$ cat src/rtl/hazard_pkg.sv
// Shared types and defaults for the scoreboarded pipeline hazard unit.
package hazard_pkg;

  localparam int REG_ADDR_W_DEF = 5;

  // Forwarding mux select for the E-stage operands.
  typedef enum logic [1:0] {
    FWD_RF = 2'b00,
    FWD_W  = 2'b01,
    FWD_M  = 2'b10,
    FWD_MC = 2'b11
  } fwd_e;

endpackage

$ cat src/rtl/hazard_unit_sb_if.sv
// Pipeline <-> hazard unit bundle: stage register info in, stall/flush/forward controls out.
interface hazard_unit_sb_if #(
  parameter int REG_ADDR_W  = hazard_pkg::REG_ADDR_W_DEF,
  parameter int NUM_REGS    = 2 ** REG_ADDR_W,
  parameter int STALL_CNT_W = 16
);

  logic [REG_ADDR_W-1:0]  rs1_d, rs2_d, rd_d;
  logic                   uses_rs1_d, uses_rs2_d, reg_write_d, mc_op_d;
  logic [REG_ADDR_W-1:0]  rs1_e, rs2_e, rd_e;
  logic                   result_src_load_e, pc_src_e, mc_issue_e;
  logic [REG_ADDR_W-1:0]  rd_m, rd_w;
  logic                   reg_write_m, reg_write_w;
  logic                   mc_done, mc_busy;
  logic [REG_ADDR_W-1:0]  mc_rd;
  logic                   stall_f, stall_d, flush_d, flush_e;
  logic [1:0]             forward_ae, forward_be;
  logic [NUM_REGS-1:0]    sb_pending;
  logic [STALL_CNT_W-1:0] stall_cnt;

  // The pipeline side drives stage info and consumes controls.
  modport master (
    output rs1_d, rs2_d, rd_d, uses_rs1_d, uses_rs2_d, reg_write_d, mc_op_d,
    output rs1_e, rs2_e, rd_e, result_src_load_e, pc_src_e, mc_issue_e,
    output rd_m, rd_w, reg_write_m, reg_write_w, mc_done, mc_rd, mc_busy,
    input  stall_f, stall_d, flush_d, flush_e, forward_ae, forward_be,
    input  sb_pending, stall_cnt
  );

  modport slave (
    input  rs1_d, rs2_d, rd_d, uses_rs1_d, uses_rs2_d, reg_write_d, mc_op_d,
    input  rs1_e, rs2_e, rd_e, result_src_load_e, pc_src_e, mc_issue_e,
    input  rd_m, rd_w, reg_write_m, reg_write_w, mc_done, mc_rd, mc_busy,
    output stall_f, stall_d, flush_d, flush_e, forward_ae, forward_be,
    output sb_pending, stall_cnt
  );

endinterface

$ cat src/rtl/hazard_scoreboard.sv
// Pending-write bit per register for the multi-cycle unit, with three
// write-first lookup ports (a completing result is not pending to readers).
module hazard_scoreboard #(
  parameter int REG_ADDR_W = hazard_pkg::REG_ADDR_W_DEF,
  parameter int NUM_REGS   = 2 ** REG_ADDR_W
) (
  input  logic                  clk,
  input  logic                  reset,
  input  logic                  set_en,
  input  logic [REG_ADDR_W-1:0] set_addr,
  input  logic                  clr_en,
  input  logic [REG_ADDR_W-1:0] clr_addr,
  input  logic [REG_ADDR_W-1:0] rd_addr0,
  input  logic [REG_ADDR_W-1:0] rd_addr1,
  input  logic [REG_ADDR_W-1:0] rd_addr2,
  output logic [2:0]            pend,
  output logic [NUM_REGS-1:0]   pending
);

  logic [NUM_REGS-1:0] pending_q, pending_d;

  // Clear is applied first so a same-cycle set on the same register wins.
  always_comb begin
    pending_d = pending_q;
    if (clr_en) pending_d[clr_addr] = 1'b0;
    if (set_en && (set_addr != '0)) pending_d[set_addr] = 1'b1;
  end

  always_ff @(posedge clk) begin
    if (reset) pending_q <= '0;
    else       pending_q <= pending_d;
  end

  always_comb begin
    pend[0] = pending_q[rd_addr0] & ~(clr_en & (clr_addr == rd_addr0));
    pend[1] = pending_q[rd_addr1] & ~(clr_en & (clr_addr == rd_addr1));
    pend[2] = pending_q[rd_addr2] & ~(clr_en & (clr_addr == rd_addr2));
  end

  assign pending = pending_q;

endmodule

$ cat src/rtl/hazard_unit_sb.sv
// 5-stage hazard unit: load-use and multi-cycle scoreboard stalls, branch
// flush with priority over stalls, four-source forwarding, stall counter.
module hazard_unit_sb #(
  parameter int REG_ADDR_W  = hazard_pkg::REG_ADDR_W_DEF,
  parameter int NUM_REGS    = 2 ** REG_ADDR_W,
  parameter int STALL_CNT_W = 16
) (
  input logic             clk,
  input logic             reset,
  hazard_unit_sb_if.slave hz
);
  import hazard_pkg::*;

  logic [2:0]             pend;
  logic                   load_use, mc_raw, mc_waw, mc_struct, hz_any, stall;
  logic [STALL_CNT_W-1:0] cnt_q;

  hazard_scoreboard #(
    .REG_ADDR_W (REG_ADDR_W),
    .NUM_REGS   (NUM_REGS)
  ) u_sb (
    .clk      (clk),
    .reset    (reset),
    .set_en   (hz.mc_issue_e),
    .set_addr (hz.rd_e),
    .clr_en   (hz.mc_done),
    .clr_addr (hz.mc_rd),
    .rd_addr0 (hz.rs1_d),
    .rd_addr1 (hz.rs2_d),
    .rd_addr2 (hz.rd_d),
    .pend     (pend),
    .pending  (hz.sb_pending)
  );

  function automatic logic match_nz(input logic [REG_ADDR_W-1:0] a,
                                    input logic [REG_ADDR_W-1:0] b);
    return (a != '0) && (a == b);
  endfunction

  function automatic logic [1:0] fwd_sel(input logic [REG_ADDR_W-1:0] rs);
    if (match_nz(rs, hz.rd_m) && hz.reg_write_m)    return FWD_M;
    else if (match_nz(rs, hz.rd_w) && hz.reg_write_w) return FWD_W;
    else if (match_nz(rs, hz.mc_rd) && hz.mc_done)  return FWD_MC;
    else                                            return FWD_RF;
  endfunction

  // Issue-cycle hazards come from the rd_e compare; later cycles from the scoreboard.
  always_comb begin
    load_use  = hz.result_src_load_e &
                ((hz.uses_rs1_d & match_nz(hz.rs1_d, hz.rd_e)) |
                 (hz.uses_rs2_d & match_nz(hz.rs2_d, hz.rd_e)));
    mc_raw    = (hz.uses_rs1_d & (hz.rs1_d != '0) &
                 (pend[0] | (hz.mc_issue_e & (hz.rs1_d == hz.rd_e)))) |
                (hz.uses_rs2_d & (hz.rs2_d != '0) &
                 (pend[1] | (hz.mc_issue_e & (hz.rs2_d == hz.rd_e))));
    mc_waw    = hz.reg_write_d & (hz.rd_d != '0) &
                (pend[2] | (hz.mc_issue_e & (hz.rd_d == hz.rd_e)));
    mc_struct = hz.mc_op_d & hz.mc_busy & ~hz.mc_done;
    hz_any    = load_use | mc_raw | mc_waw | mc_struct;
    stall     = hz_any & ~hz.pc_src_e & ~reset;
  end

  always_comb begin
    hz.stall_f    = stall;
    hz.stall_d    = stall;
    hz.flush_d    = hz.pc_src_e;
    hz.flush_e    = hz.pc_src_e | hz_any;
    hz.forward_ae = fwd_sel(hz.rs1_e);
    hz.forward_be = fwd_sel(hz.rs2_e);
    if (reset) begin
      hz.flush_d    = 1'b1;
      hz.flush_e    = 1'b1;
      hz.forward_ae = FWD_RF;
      hz.forward_be = FWD_RF;
    end
  end

  always_ff @(posedge clk) begin
    if (reset)                       cnt_q <= '0;
    else if (stall && (cnt_q != '1)) cnt_q <= cnt_q + 1'b1;
  end

  assign hz.stall_cnt = cnt_q;

endmodule
$ cat src/flat_wrapper.sv
// flat-port wrapper written by rule: the top's interface ports become plain ports
module hazard_unit_sb_flat import hazard_pkg::*;
#(
  parameter int REG_ADDR_W  = hazard_pkg::REG_ADDR_W_DEF,
  parameter int NUM_REGS    = 2 ** REG_ADDR_W,
  parameter int STALL_CNT_W = 16
)
  (clk, reset, hz_rs1_d, hz_rs2_d, hz_rd_d, hz_uses_rs1_d, hz_uses_rs2_d, hz_reg_write_d, hz_mc_op_d, hz_rs1_e, hz_rs2_e, hz_rd_e, hz_result_src_load_e, hz_pc_src_e, hz_mc_issue_e, hz_rd_m, hz_rd_w, hz_reg_write_m, hz_reg_write_w, hz_mc_done, hz_mc_rd, hz_mc_busy, hz_stall_f, hz_stall_d, hz_flush_d, hz_flush_e, hz_forward_ae, hz_forward_be, hz_sb_pending, hz_stall_cnt);
  hazard_unit_sb_if #(.REG_ADDR_W(REG_ADDR_W), .NUM_REGS(NUM_REGS), .STALL_CNT_W(STALL_CNT_W)) hz_i ();
  input logic clk;
  input logic reset;
  input wire logic [$bits(hz_i.rs1_d)-1:0] hz_rs1_d;
  input wire logic [$bits(hz_i.rs2_d)-1:0] hz_rs2_d;
  input wire logic [$bits(hz_i.rd_d)-1:0] hz_rd_d;
  input wire logic [$bits(hz_i.uses_rs1_d)-1:0] hz_uses_rs1_d;
  input wire logic [$bits(hz_i.uses_rs2_d)-1:0] hz_uses_rs2_d;
  input wire logic [$bits(hz_i.reg_write_d)-1:0] hz_reg_write_d;
  input wire logic [$bits(hz_i.mc_op_d)-1:0] hz_mc_op_d;
  input wire logic [$bits(hz_i.rs1_e)-1:0] hz_rs1_e;
  input wire logic [$bits(hz_i.rs2_e)-1:0] hz_rs2_e;
  input wire logic [$bits(hz_i.rd_e)-1:0] hz_rd_e;
  input wire logic [$bits(hz_i.result_src_load_e)-1:0] hz_result_src_load_e;
  input wire logic [$bits(hz_i.pc_src_e)-1:0] hz_pc_src_e;
  input wire logic [$bits(hz_i.mc_issue_e)-1:0] hz_mc_issue_e;
  input wire logic [$bits(hz_i.rd_m)-1:0] hz_rd_m;
  input wire logic [$bits(hz_i.rd_w)-1:0] hz_rd_w;
  input wire logic [$bits(hz_i.reg_write_m)-1:0] hz_reg_write_m;
  input wire logic [$bits(hz_i.reg_write_w)-1:0] hz_reg_write_w;
  input wire logic [$bits(hz_i.mc_done)-1:0] hz_mc_done;
  input wire logic [$bits(hz_i.mc_rd)-1:0] hz_mc_rd;
  input wire logic [$bits(hz_i.mc_busy)-1:0] hz_mc_busy;
  output wire logic [$bits(hz_i.stall_f)-1:0] hz_stall_f;
  output wire logic [$bits(hz_i.stall_d)-1:0] hz_stall_d;
  output wire logic [$bits(hz_i.flush_d)-1:0] hz_flush_d;
  output wire logic [$bits(hz_i.flush_e)-1:0] hz_flush_e;
  output wire logic [$bits(hz_i.forward_ae)-1:0] hz_forward_ae;
  output wire logic [$bits(hz_i.forward_be)-1:0] hz_forward_be;
  output wire logic [$bits(hz_i.sb_pending)-1:0] hz_sb_pending;
  output wire logic [$bits(hz_i.stall_cnt)-1:0] hz_stall_cnt;
  assign hz_i.rs1_d = hz_rs1_d;
  assign hz_i.rs2_d = hz_rs2_d;
  assign hz_i.rd_d = hz_rd_d;
  assign hz_i.uses_rs1_d = hz_uses_rs1_d;
  assign hz_i.uses_rs2_d = hz_uses_rs2_d;
  assign hz_i.reg_write_d = hz_reg_write_d;
  assign hz_i.mc_op_d = hz_mc_op_d;
  assign hz_i.rs1_e = hz_rs1_e;
  assign hz_i.rs2_e = hz_rs2_e;
  assign hz_i.rd_e = hz_rd_e;
  assign hz_i.result_src_load_e = hz_result_src_load_e;
  assign hz_i.pc_src_e = hz_pc_src_e;
  assign hz_i.mc_issue_e = hz_mc_issue_e;
  assign hz_i.rd_m = hz_rd_m;
  assign hz_i.rd_w = hz_rd_w;
  assign hz_i.reg_write_m = hz_reg_write_m;
  assign hz_i.reg_write_w = hz_reg_write_w;
  assign hz_i.mc_done = hz_mc_done;
  assign hz_i.mc_rd = hz_mc_rd;
  assign hz_i.mc_busy = hz_mc_busy;
  assign hz_stall_f = hz_i.stall_f;
  assign hz_stall_d = hz_i.stall_d;
  assign hz_flush_d = hz_i.flush_d;
  assign hz_flush_e = hz_i.flush_e;
  assign hz_forward_ae = hz_i.forward_ae;
  assign hz_forward_be = hz_i.forward_be;
  assign hz_sb_pending = hz_i.sb_pending;
  assign hz_stall_cnt = hz_i.stall_cnt;
  hazard_unit_sb #(.REG_ADDR_W(REG_ADDR_W), .NUM_REGS(NUM_REGS), .STALL_CNT_W(STALL_CNT_W)) u_core (.clk(clk), .reset(reset), .hz(hz_i));
endmodule
$ cat config.mk
export PLATFORM = sky130hd
export DESIGN_NAME = hazard_unit_sb_flat
export DESIGN_NICKNAME = d
export VERILOG_FILES = /design/src/rtl/hazard_pkg.sv /design/src/rtl/hazard_unit_sb_if.sv /design/src/rtl/hazard_scoreboard.sv /design/src/rtl/hazard_unit_sb.sv /design/src/flat_wrapper.sv
export SDC_FILE = /design/constraint.sdc
export NUM_CORES = 1
export LEC_CHECK = 0
export CORE_MARGIN = 2
export CORE_UTILIZATION = 41
export CTS_BUF_LIST = sky130_fd_sc_hd__clkbuf_8
export CTS_CLUSTER_DIAMETER = 120
export DETAILED_ROUTE_END_ITERATION = 7
export PLACE_DENSITY = 0.77
export SLEW_MARGIN = 15
export SYNTH_ARGS = -nofsm -noshare
export SYNTH_HDL_FRONTEND = slang
export SYNTH_SLANG_ARGS = --single-unit
$ cat constraint.sdc
create_clock -name clk -period 3 [get_ports clk]
set_input_delay 0.6 -clock clk [delete_from_list [all_inputs] [get_ports clk]]
set_output_delay 0.6 -clock clk [all_outputs]
set_load 0.01 [all_outputs]
==> qor.log, run 1 <==
INFO  finish         clock_area_frac=0.0231
INFO  yosys          synth.cellmix.xorXnorShare=0.128
INFO  finish         synth_to_layout_area_growth=52.4%
INFO  yosys          yosysWarnings=0
INFO  sta            fin_setup_tns=0ps
INFO  yosys          synth_adder_area_share=0.00320
INFO  global_route   track_usage=0.280
INFO  critical_path  endpoint=hz_stall_d
INFO  job            drv_cap=0
INFO  detailed_routing top_signal_layer_used=met4
INFO  critical_path  r2r_slack=280ps
INFO  placed_design  finalWeightedCongestion=0.943
INFO  global_route   largest_net_degree_at_the_start_of_global_routing=50
INFO  floorplanning  die_width=102um
INFO  sta            worst_pin_slew=679ps
INFO  sta            fin_ws=21.5ps
INFO  power          power.density_cell_area=285nW/um^2
INFO  global_route   grt_antenna_before_repair=0
INFO  yosys          postSynthCellCount=465
INFO  yosys          synth.area.mux_share=0.181
INFO  yosys          synth-compound-area-share=0.150
INFO  yosys          ys_async_sr_fraction=0
INFO  floorplanning  die_h=102um
INFO  sta            number_of_slew_limit_violations_in_the_final_report=0
INFO  global_route   grt_overflow_total=0
INFO  detailed_routing dr.pass1.iters=5
INFO  outcome        status=complete, no violations
INFO  detailed_routing drc=0
INFO  yosys          synth_area_per_cell=8.40um^2
INFO  critical_path  crit-reg2reg-launch=u_core.u_sb.pending[15]
==> run 1: where the power goes <==
group,leakage [uW],internal (uW),total (uW),switching [uW]
logic,0.00185,243,477,234
registers,0.000387,643,653,9.53
clock network,0.0000687,335,566,230
==> run 1: critical path: stages <==
cell and delay (ps):
sky130_fd_sc_hd__buf_8 110, sky130_fd_sc_hd__buf_16 130, sky130_fd_sc_hd__or4_4 490, sky130_fd_sc_hd__o21ai_4 170, sky130_fd_sc_hd__nor3_2 50, sky130_fd_sc_hd__a31oi_1 170
sky130_fd_sc_hd__nand4_1 140, sky130_fd_sc_hd__buf_6 160, sky130_fd_sc_hd__o21ai_4 170, sky130_fd_sc_hd__inv_2 60, sky130_fd_sc_hd__buf_6 120
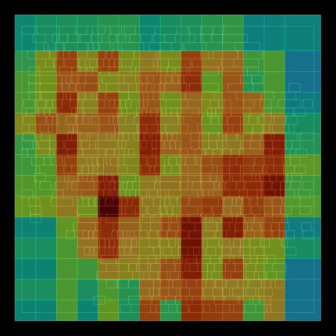
**Above:** run 1 (routing congestion).
share of the core filled with cells: 0.645
grt met2 use: 0.463
met1 demand-to-capacity share in global routing: 0.365

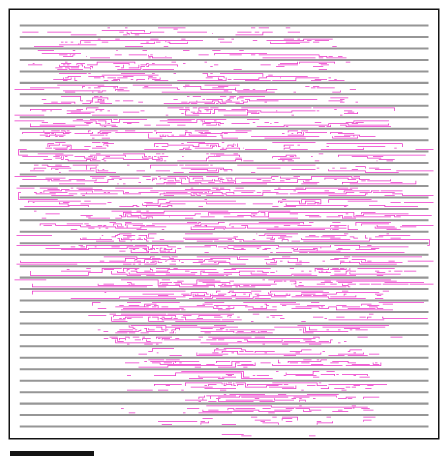
**Above:** run 1 (M1 wires).
The bar under the picture is 20 um long. Supply wires on this layer in gray.
nets with wire on the layer: 617
share of all routed wire: 40%
wire length on this layer: 5840 um
longest straight run: 36.3 um
main direction: horizontal
post-detailed-routing wire length: 14.6 mm
vias post-DR: 4448

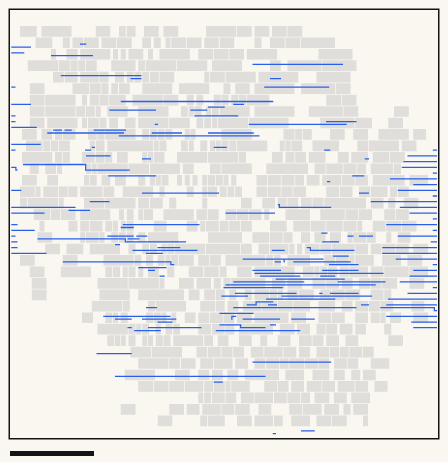
**Above:** run 1 (M3 wires).
The bar under the picture is 20 um long. Cells faint in the background.
longest straight run: 35.9 um
share of all routed wire: 8.7%
nets with wire on the layer: 126
main direction: horizontal
wire length on this layer: 1270 um
met3 Use GR: 0.0455

## Run 2: what changed since run 1
Settings changed: SLEW_MARGIN 15 to 25.
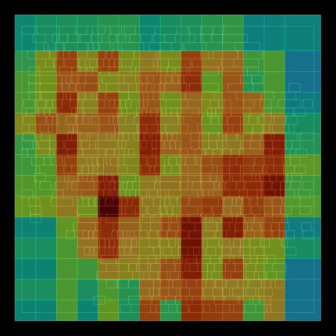
**Above:** run 2 (routing congestion).
GRT busiest layer: met2
routed len/inst: 19.3 um
GRT Util Overall: 0.280

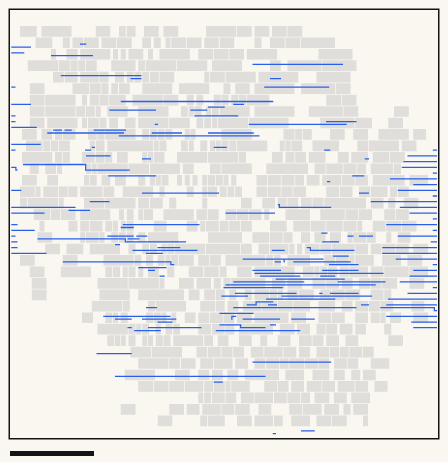
**Above:** run 2 (M3 wires).
The bar under the picture is 20 um long. Cells faint in the background.
longest straight run: 35.9 um
main direction: horizontal

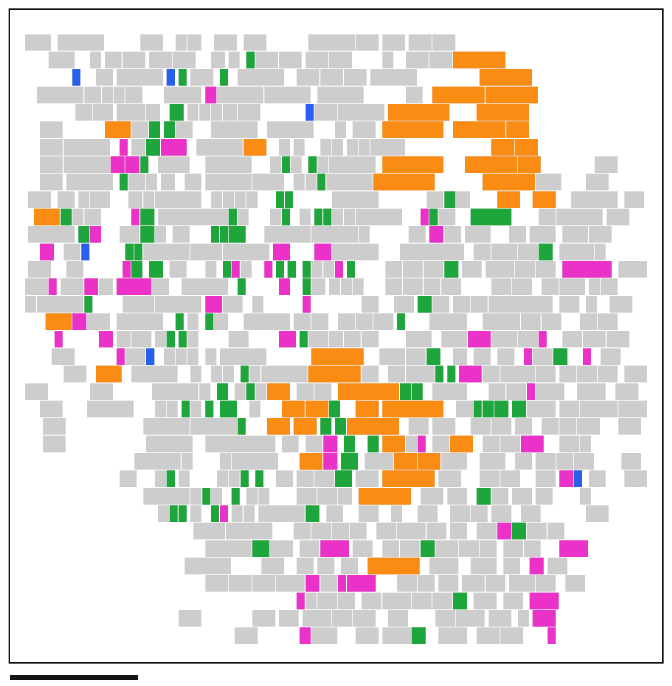
**Above:** run 2 (selected gate families).
The bar under the picture is 20 um long.
| color | family | cells |
|---|---|---|
| green | NAND gates | 88 |
| blue | inverters | 6 |
| magenta | NOR gates | 52 |
| orange | multiplexers | 42 |

==> run 2 against run 1 <==
Die size unchanged. Count of clock-buffer cells in the layout unchanged. Worst setup slack unchanged. Fmax unchanged. Utilization unchanged. Routed wire length unchanged. Critical path depth unchanged. Critical path type unchanged. Largest cell class unchanged.
==> qor.log, run 2 <==
INFO  finish         clock_area_frac=0.0231 [unchanged]
INFO  finish         synth_to_layout_area_growth=52.4% [unchanged]
INFO  power          internal_power=1220uW [unchanged]
INFO  yosys          synth.area.mux_share=0.181 [unchanged]
INFO  sta            fin_ws=21.5ps [unchanged]
INFO  yosys          synth.cellmix.xorXnorShare=0.128 [unchanged]
INFO  detailed_routing dr_total_vias=4448 [unchanged]
INFO  yosys          synth-compound-area-share=0.150 [unchanged]
INFO  finish         postLayoutCoreUtil=0.645 [unchanged]
INFO  yosys          yosysWarnings=0 [unchanged]
INFO  hold_path      min-delay-start=u_core.hz.stall_cnt[4] [unchanged]
INFO  finish         layout.sequential_cells=48 [unchanged]
INFO  job            drv_cap=0 [unchanged]
INFO  critical_path  timing.critical_path.slowest_stage_cell=sky130_fd_sc_hd__or4_4 [unchanged]
INFO  sta            worst_pin_slew=679ps [unchanged]
INFO  placed_design  finalWeightedCongestion=0.943 [unchanged]
INFO  detailed_routing drc=0 [unchanged]
INFO  critical_path  endpoint=hz_stall_d [unchanged]
INFO  detailed_routing dr.pass1.iters=5 [unchanged]
INFO  floorplanning  die_width=102um [unchanged]
INFO  yosys          synth_adder_area_share=0.00320 [unchanged]
INFO  yosys          postSynthCellCount=465 [unchanged]
INFO  clocking       cts_resized=89 [unchanged]
INFO  yosys          ys_async_sr_fraction=0 [unchanged]
INFO  sta            slew_headroom=0.545 [unchanged]
INFO  detailed_routing finalWirelength=14.6mm [unchanged]
INFO  global_route   grt_overflow_total=0 [unchanged]
INFO  power          switching_share=0.280 [unchanged]
INFO  floorplanning  die_h=102um [unchanged]
INFO  critical_path  r2r_slack=280ps [about the same]
INFO  sta            fin_setup_tns=0ps [unchanged]
INFO  critical_path  crit-reg2reg-launch=u_core.u_sb.pending[15] [unchanged]
INFO  global_route   largest_net_degree_at_the_start_of_global_routing=50 [unchanged]
INFO  finish         largest_reg_flops=32 [unchanged]
INFO  power          combPwrFrac=0.281 [about the same]
INFO  outcome        status=complete, no violations [unchanged]
INFO  power          share_seq_of_total_power=0.385 [about the same]
INFO  power          power.density_cell_area=285nW/um^2 [unchanged]
INFO  critical_path  timing.critical_path.slowest_cell_delay=490ps [about the same]
INFO  yosys          synth_area_per_cell=8.40um^2 [unchanged]
INFO  power          clkPwrFrac=0.334 [about the same]
-- run 2: per-layer routing --
| metal | GRT usage | wire length (um) | vias to the layer above |
|---|---|---|---|
| met5 | 0 | 0 | - |
| met4 | 0.109 | 336 | 0 |
| met3 | 0.0455 | 1270 | 33 |
| met2 | 0.463 | 7110 | 256 |
| met1 | 0.365 | 5840 | 2117 |
| li1 | - | - | 2042 |
-- run 2: power by group through the flow --
stage          clock network, uW  registers [uW]  logic, uW
2_1_floorplan                  0             667        211
3_5_place_dp                   0             667        436
6_report                     566             653        477
5_1_grt                      604             654        505
3_3_place_gp                   0             667        428
4_1_cts                      570             652        461
**Run 2: M1 wires**

The bar under the picture is 20 um long. Supply wires on this layer in gray.
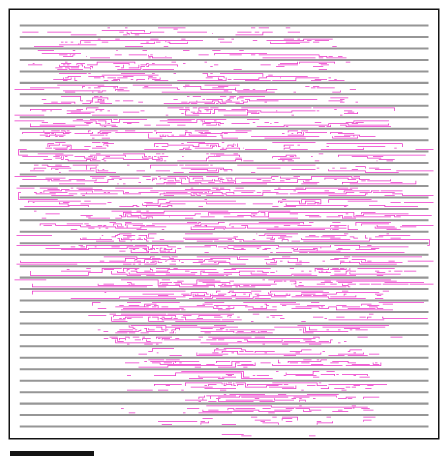

## Run 3: what changed since run 2
Settings changed: MAX_ROUTING_LAYER set to met4.
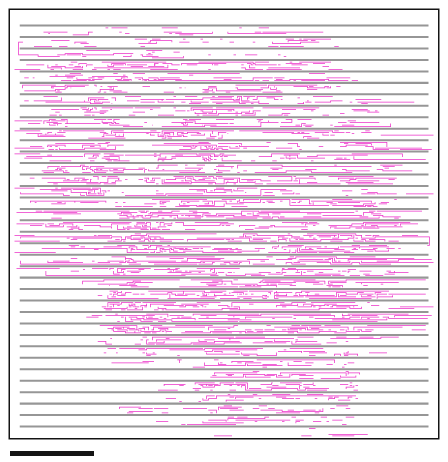
**Above:** run 3 (M1 wires).
The bar under the picture is 20 um long. Supply wires on this layer in gray.
wire length on this layer: 5940 um
nets with wire on the layer: 625
longest straight run: 33.1 um
main direction: horizontal
share of all routed wire: 40%

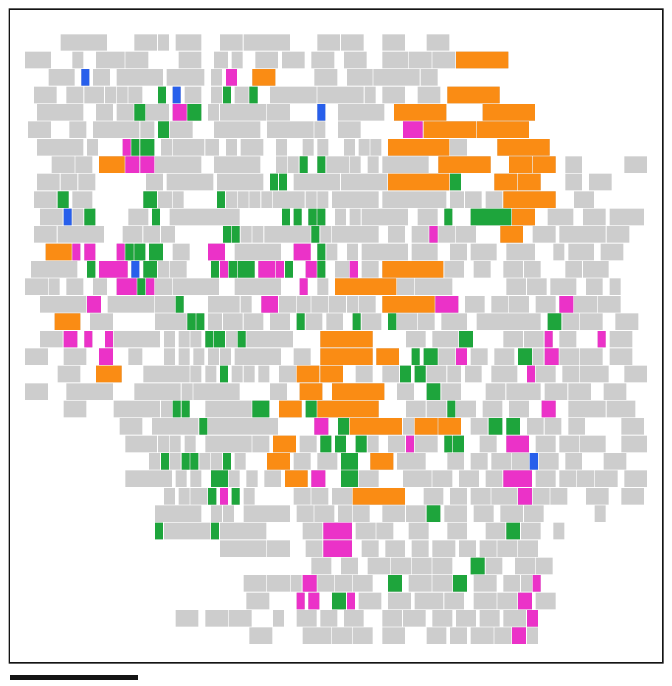
**Above:** run 3 (selected gate families).
The bar under the picture is 20 um long.
| color | family | cells |
|---|---|---|
| blue | inverters | 6 |
| magenta | NOR gates | 52 |
| orange | multiplexers | 42 |
| green | NAND gates | 88 |

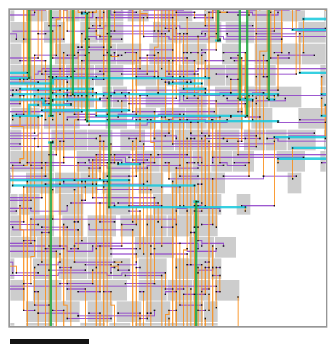
**Above:** run 3 (layout detail).
The bar under the picture is 10 um long. Region (56, 5) to (96, 45) um. Cells in gray, sequential cells in the stronger gray; small squares are vias.
| color | layer |
|---|---|
| green | met4 |
| purple | met1 |
| cyan | met3 |
| orange | met2 |
most frequent: buf_4 (26), xnor2_1 (21), clkdlybuf4s50_1 (17)
cells with their middle in the window: 131
sequential cells in the window: 0

==> run 3 against run 2 <==
The run now ends with setup timing left. Synthesized cell count stayed put. Critical path depth is 2 lower. Synthesized area stayed put. Power hardly changed. Non-clock buffer count is 7 higher. Global-route usage is 1.2 points higher. Sequential share of layout area is 0.10 points higher. Worst hold slack worse by 24 ps. Cell count is 0.93% higher. Register-to-register slack worse by 60 ps. Clock skew is 2.3 ps higher. Critical endpoint is now hz_stall_f.
==> qor.log, run 3 <==
INFO  outcome        status=finished with violations [was complete, no violations]
INFO  outcome        violations=setup timing
INFO  placed_design  finalWeightedCongestion=0.957 [was 0.943]
INFO  finish         synth_to_layout_area_growth=51.5% [was 52.4%]
INFO  detailed_routing routed_met1_length=5.94mm [was 5.84 mm]
INFO  critical_path  critical_path.cell_chain=clkdlybuf4s50_1, o21ai_4, buf_4, or4_4, nand3_4, buf_6, o21ai_4, inv_2, buf_6 [was buf_8, buf_16, or4_4, o21ai_4, nor3_2, a31oi_1, nand4_1, buf_6, o21ai_4, inv_2, buf_6]
INFO  detailed_routing detailroute.wirelength.met3=1.19mm [was 1.27 mm]
INFO  critical_path  r2r_slack=220ps [was 280 ps]
INFO  critical_path  endpoint=hz_stall_f [was hz_stall_d]
INFO  floorplanning  die_h=102um [unchanged]
INFO  critical_path  crit_buf_inv=5 [unchanged]
INFO  global_route   grt-busiest-layer=met2 [unchanged]
INFO  yosys          ys_async_sr_fraction=0 [unchanged]
INFO  sta            number_of_slew_limit_violations_in_the_final_report=0 [unchanged]
INFO  critical_path  critical_path_cell_count=9 [was 11]
INFO  global_route   largest_net_degree_at_the_start_of_global_routing=50 [unchanged]
INFO  critical_path  crit-reg2reg-launch=u_core.u_sb.pending[15] [unchanged]
INFO  global_route   globalRouteMet2Util=0.481 [was 0.463]
INFO  sta            worst_pin_slew=693ps [was 679 ps]
INFO  power          power.density_cell_area=286nW/um^2 [was 285 nW/um^2]
INFO  global_route   grt_overflow_total=0 [unchanged]
INFO  detailed_routing routed-wl-met2=7.15mm [was 7.11 mm]
INFO  floorplanning  die_width=102um [unchanged]
INFO  critical_path  cp_top_family=buffers and inverters [was simple AND/OR/NAND/NOR gates]
INFO  sta            fin_ws=-30.6ps [was 21.5 ps]
INFO  global_route   grt_antenna_before_repair=0 [unchanged]
INFO  job            drv_cap=0 [unchanged]
INFO  global_route   grt_util_met1=0.352 [was 0.365]
INFO  critical_path  timing.critical_path.slowest_cell_delay=640ps [was 490 ps]
INFO  sta            final_setup_viols=2 [was 0]
INFO  finish         clock_area_frac=0.0233 [was 0.0231]
INFO  finish         postLayoutCoreUtil=0.641 [was 0.645]
INFO  clocking       cts_resized=104 [was 89]
INFO  global_route   groute.layer.met3.usage=0.0490 [was 0.0455]
INFO  yosys          postSynthCellCount=465 [unchanged]
INFO  sta            slew_headroom=0.536 [was 0.545]
INFO  yosys          synth_area_per_cell=8.40um^2 [unchanged]
INFO  detailed_routing post_drt_wl_per_cell=19.4um [was 19.3 um]
INFO  detailed_routing drc=0 [unchanged]
INFO  finish         layout.sequential_cells=48 [unchanged]
INFO  detailed_routing dr_total_vias=4476 [was 4448]
## run 3: cell counts after synthesis
Identical to the previous run, type by type.
## run 3: logic make-up (layout without fill, tap and decap cells)
logic type / after synthesis / in the layout / share of synthesized area
AND-OR/OR-AND: 104 / 104 / 0.150
multiplexers: 42 / 42 / 0.181
XOR/XNOR: 57 / 57 / 0.128
buffers and inverters: 41 / 209 / 0.0564
flip-flops: 48 / 48 / 0.246
adder cells (fa/ha/maj): 1 / 1 / 0.00320
AND/OR/NAND/NOR: 172 / 172 / 0.236
## run 3: where the power goes
group / total, uW / switching, uW / internal [uW]
combinational: 476 / 232 / 244
clock: 565 / 229 / 335
sequential: 653 / 9.85 / 643
total: 1690 / 471 / 1220
No activity file was given, so power comes from the tool's default toggle rates.
